===== config.mk =====
export PLATFORM = sky130hd
export DESIGN_NAME = ifft_out_sequencer
export DESIGN_NICKNAME = d
export VERILOG_FILES = /design/src/rtl/ifft_out_sequencer.sv
export SDC_FILE = /design/constraint.sdc
export NUM_CORES = 1
export LEC_CHECK = 0
export CAP_MARGIN = 20
export CORE_AREA = 2 2 414 416
export CTS_CLUSTER_SIZE = 14
export DETAILED_ROUTE_END_ITERATION = 10
export DIE_AREA = 0 0 416 418
export DONT_BUFFER_PORTS = 1
export PLACE_DENSITY_LB_ADDON = 0.15
export SYNTH_ARGS = -nofsm -noshare
export SYNTH_HDL_FRONTEND = slang
export SYNTH_SLANG_ARGS = --single-unit

===== constraint.sdc =====
create_clock -name clk -period 2.3 [get_ports clk]
set_input_delay 0.345 -clock clk [delete_from_list [all_inputs] [get_ports clk]]
set_output_delay 0.345 -clock clk [all_outputs]
set_load 0.01 [all_outputs]

===== src/rtl/ifft_out_sequencer.sv =====
// IFFT output sequencer: captures a frame, steps the external word mux select
// and streams the selected words over a valid/ready handshake.
module ifft_out_sequencer #(
  parameter int unsigned WORDS   = 32,
  parameter int unsigned WIDTH   = 16,
  parameter int unsigned SEL_W   = 5,
  parameter int unsigned BIT_REV = 0
) (
  input  logic                   clk,
  input  logic                   rst_n,
  input  logic                   flush,
  input  logic                   frame_valid,
  output logic                   frame_ready,
  input  logic [WORDS*WIDTH-1:0] frame_data,
  output logic [WORDS*WIDTH-1:0] frame_q,
  output logic [SEL_W-1:0]       data_sel,
  input  logic [WIDTH-1:0]       mux_data,
  output logic [WIDTH-1:0]       out_data,
  output logic                   out_valid,
  input  logic                   out_ready,
  output logic                   out_last,
  output logic                   busy
);

  localparam int unsigned      FRAME_W  = WORDS * WIDTH;
  localparam logic [SEL_W-1:0] LAST_CNT = SEL_W'(WORDS - 1);

  typedef enum logic [0:0] {
    ST_IDLE = 1'b0,
    ST_SEND = 1'b1
  } state_t;

  state_t             state_q, state_d;
  logic [SEL_W-1:0]   cnt_q, cnt_d;
  logic [FRAME_W-1:0] frame_d;
  logic               run_q, run_d;
  logic [SEL_W-1:0]   cnt_rev;
  logic               accept;
  logic               beat;

  // Status decoded from state; run_q keeps frame_ready low until the first edge after reset.
  assign frame_ready = run_q & (state_q == ST_IDLE) & ~flush;
  assign out_valid   = (state_q == ST_SEND);
  assign busy        = (state_q == ST_SEND);
  assign out_last    = (state_q == ST_SEND) & (cnt_q == LAST_CNT);
  assign out_data    = mux_data;
  assign accept      = frame_valid & frame_ready;
  assign beat        = out_valid & out_ready;

  // Bit-reversed view of the word counter for natural-order IFFT readout.
  always_comb begin
    cnt_rev = '0;
    for (int unsigned b = 0; b < SEL_W; b++) begin
      cnt_rev[SEL_W-1-b] = cnt_q[b];
    end
  end

  // Mux select follows the counter directly or in bit-reversed order.
  assign data_sel = (BIT_REV != 0) ? cnt_rev : cnt_q;

  // Next-state logic: frame capture in IDLE, word stepping and abort in SEND.
  always_comb begin
    state_d = state_q;
    cnt_d   = cnt_q;
    frame_d = frame_q;
    run_d   = 1'b1;
    case (state_q)
      ST_IDLE: begin
        if (accept) begin
          frame_d = frame_data;
          cnt_d   = '0;
          state_d = ST_SEND;
        end
      end
      ST_SEND: begin
        if (beat) begin
          if (cnt_q == LAST_CNT) begin
            cnt_d   = '0;
            state_d = ST_IDLE;
          end else begin
            cnt_d = cnt_q + SEL_W'(1'b1);
          end
        end
        if (flush) begin
          cnt_d   = '0;
          state_d = ST_IDLE;
        end
      end
      default: begin
        cnt_d   = '0;
        state_d = ST_IDLE;
      end
    endcase
  end

  // State, counter and frame registers.
  always_ff @(posedge clk or negedge rst_n) begin
    if (!rst_n) begin
      state_q <= ST_IDLE;
      cnt_q   <= '0;
      frame_q <= '0;
      run_q   <= 1'b0;
    end else begin
      state_q <= state_d;
      cnt_q   <= cnt_d;
      frame_q <= frame_d;
      run_q   <= run_d;
    end
  end

endmodule


Cell classes on the final placement:
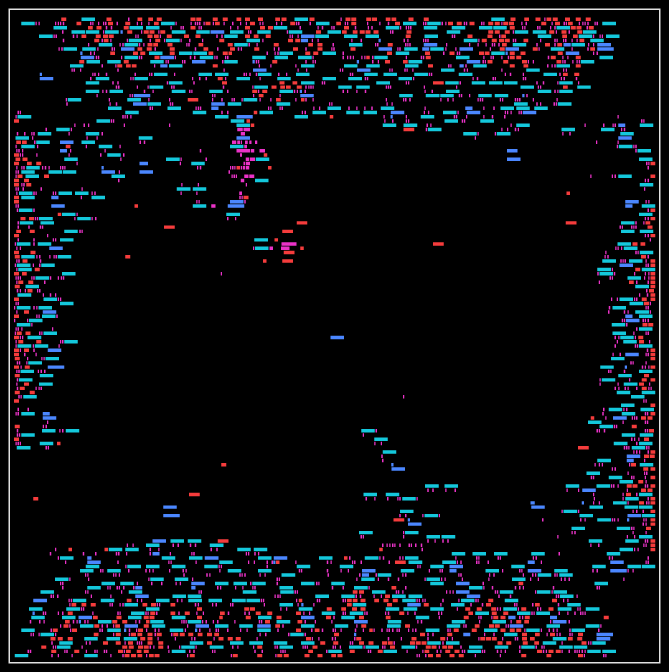
- all other logic: magenta (cells 1,568; share of their area 22%)
- clock drivers and dummy loads: blue (cells 129; share of their area 9.1%)
- flip-flops: cyan (cells 519; share of their area 48%)
- other buffers and delay cells: red (cells 556; share of their area 21%)

==> run summary <==
run results: total power=about 28,000 uW, failing checks=hold timing, slew limit, DRT Pass-1 Iters=5, number of logic gates=between 1,500 and 2,000, total gr overflow=0, Synth Seq Share=~66%, Nets=3,250, Core Rows=151, Die Y=418 um, Setup Crit Path Kind=register to primary output, met3 wire len=8200 um, DRC violations left=0, max reg flops=~500, Most flops, register=frame_q, Combinational Area=around 6000 sq um, most frequent cell after synthesis=nand2_1, Setup violations, final=0, Achievable Freq=0.464 GHz, warnings from Yosys=0, WP data required=about 2 ns, post-placement cell area=around 22,000 sq um, Comb/total area=slightly above 20%, Synth Net Count=between 2,000 and 3,000, Distinct lib cells used=26, dpl hpwl=76,000 um, Synth Flop Type=dfrtp_1, slew margin rel.=-25.6%, RSZ-0062 raised after global routing=false, core area=169,000 sq um, Peak VDD IR=about 0.5 mV, Area growth, synth to finish=51.8%, clk tree area frac=under 10%, Worst Skew=about 0.017 ns, Synth area leader=dfrtp_1, Post-Syn Area per Cell=8.89 sq um, wire length on met1=40,600 um, Final Hold Fails=519, max-slew violation count=approximately 170, vias per inst=between 3 and 4, register area=roughly 13,000 sq um, cycle use final=93.7%, met2 WL post-DR=49,900 um, Fin Hold WS=-0.604 ns, Area-dominant class=flip-flops and latches, status=finished, violations left, number of antenna diodes=4, MaxCap Viol Count=0, Ports=roughly 1,100
Clock routing:
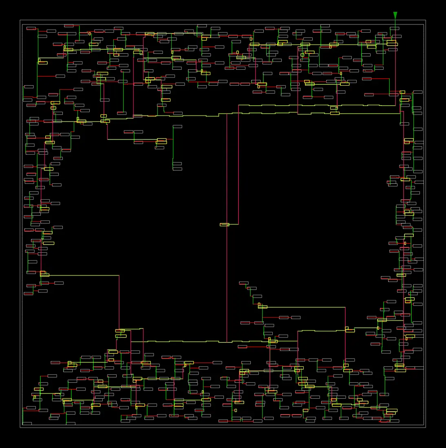
Flops: 519
Worst-Skew Late Latency: 0.67 ns

-- worst max-delay path, delay by kind of cell (launching register included) --
kind,cells,cell delay [ns]
flip-flops,1,0.37
AND/OR/NAND/NOR,2,0.36
adder cells (fa/ha/maj),2,0.40
-- repair_timing --
item / 4_1_cts / 5_1_grt
setup endpoints to repair: 1 / 0
hold endpoints to repair: 1036 / 519
resized: 5 / 0
-- worst paths after layout --
| check | slack [ns] | depth (start not counted) | endpoint |
|---|---|---|---|
| hold reg to reg | 0.54 | 2 | frame_q[164] |
| setup reg to reg | 0.49 | 6 | frame_q[434] |
| hold / removal | -0.60 | 0 | frame_q[425] |
| max in group asynchronous | 1.41 | 0 | frame_q[90] |
| min in group clk | 0.02 | 2 | frame_q[193] |
| setup / recovery | 0.15 | 4 | out_last |
-- power by group through the flow --
stage | Sequential [uW] | Combinational, uW | Clock (uW)
2_1_floorplan | 12800 | 1610 | 0
3_3_place_gp | 14100 | 1940 | 0
3_5_place_dp | 14000 | 2000 | 0
4_1_cts | 13900 | 2840 | 12400
5_1_grt | 14000 | 3270 | 12700
6_report | 13700 | 2780 | 11800
-- stage by stage --
step	setup slack (ns)	utilization [%]	hold slack, ns	cells
floorplan	0.644	-	0.0494	2219
global placement	0.514	13.2	0.0614	4347
detailed placement	0.503	13.2	0.0660	4347
CTS	0.0187	17.7	-0.738	4990
global route	0.0294	17.7	-0.683	4990
finish	0.146	17.7	-0.604	4994
-- kinds of logic (layout without fill, tap and decap cells) --
kind of cell	Yosys count	after routing	synth area share (%)
AOI/OAI and AO/OA	11	11	0.406
adders and majority gates	2	2	0.127
buffers and inverters	133	686	3.76
DFF	519	519	65.8
muxes	3	3	0.159
other	1	5	0.0190
and+or+nand+nor	1550	1550	29.7
Power figures rest on the tool's default switching activity, not on a simulated workload.
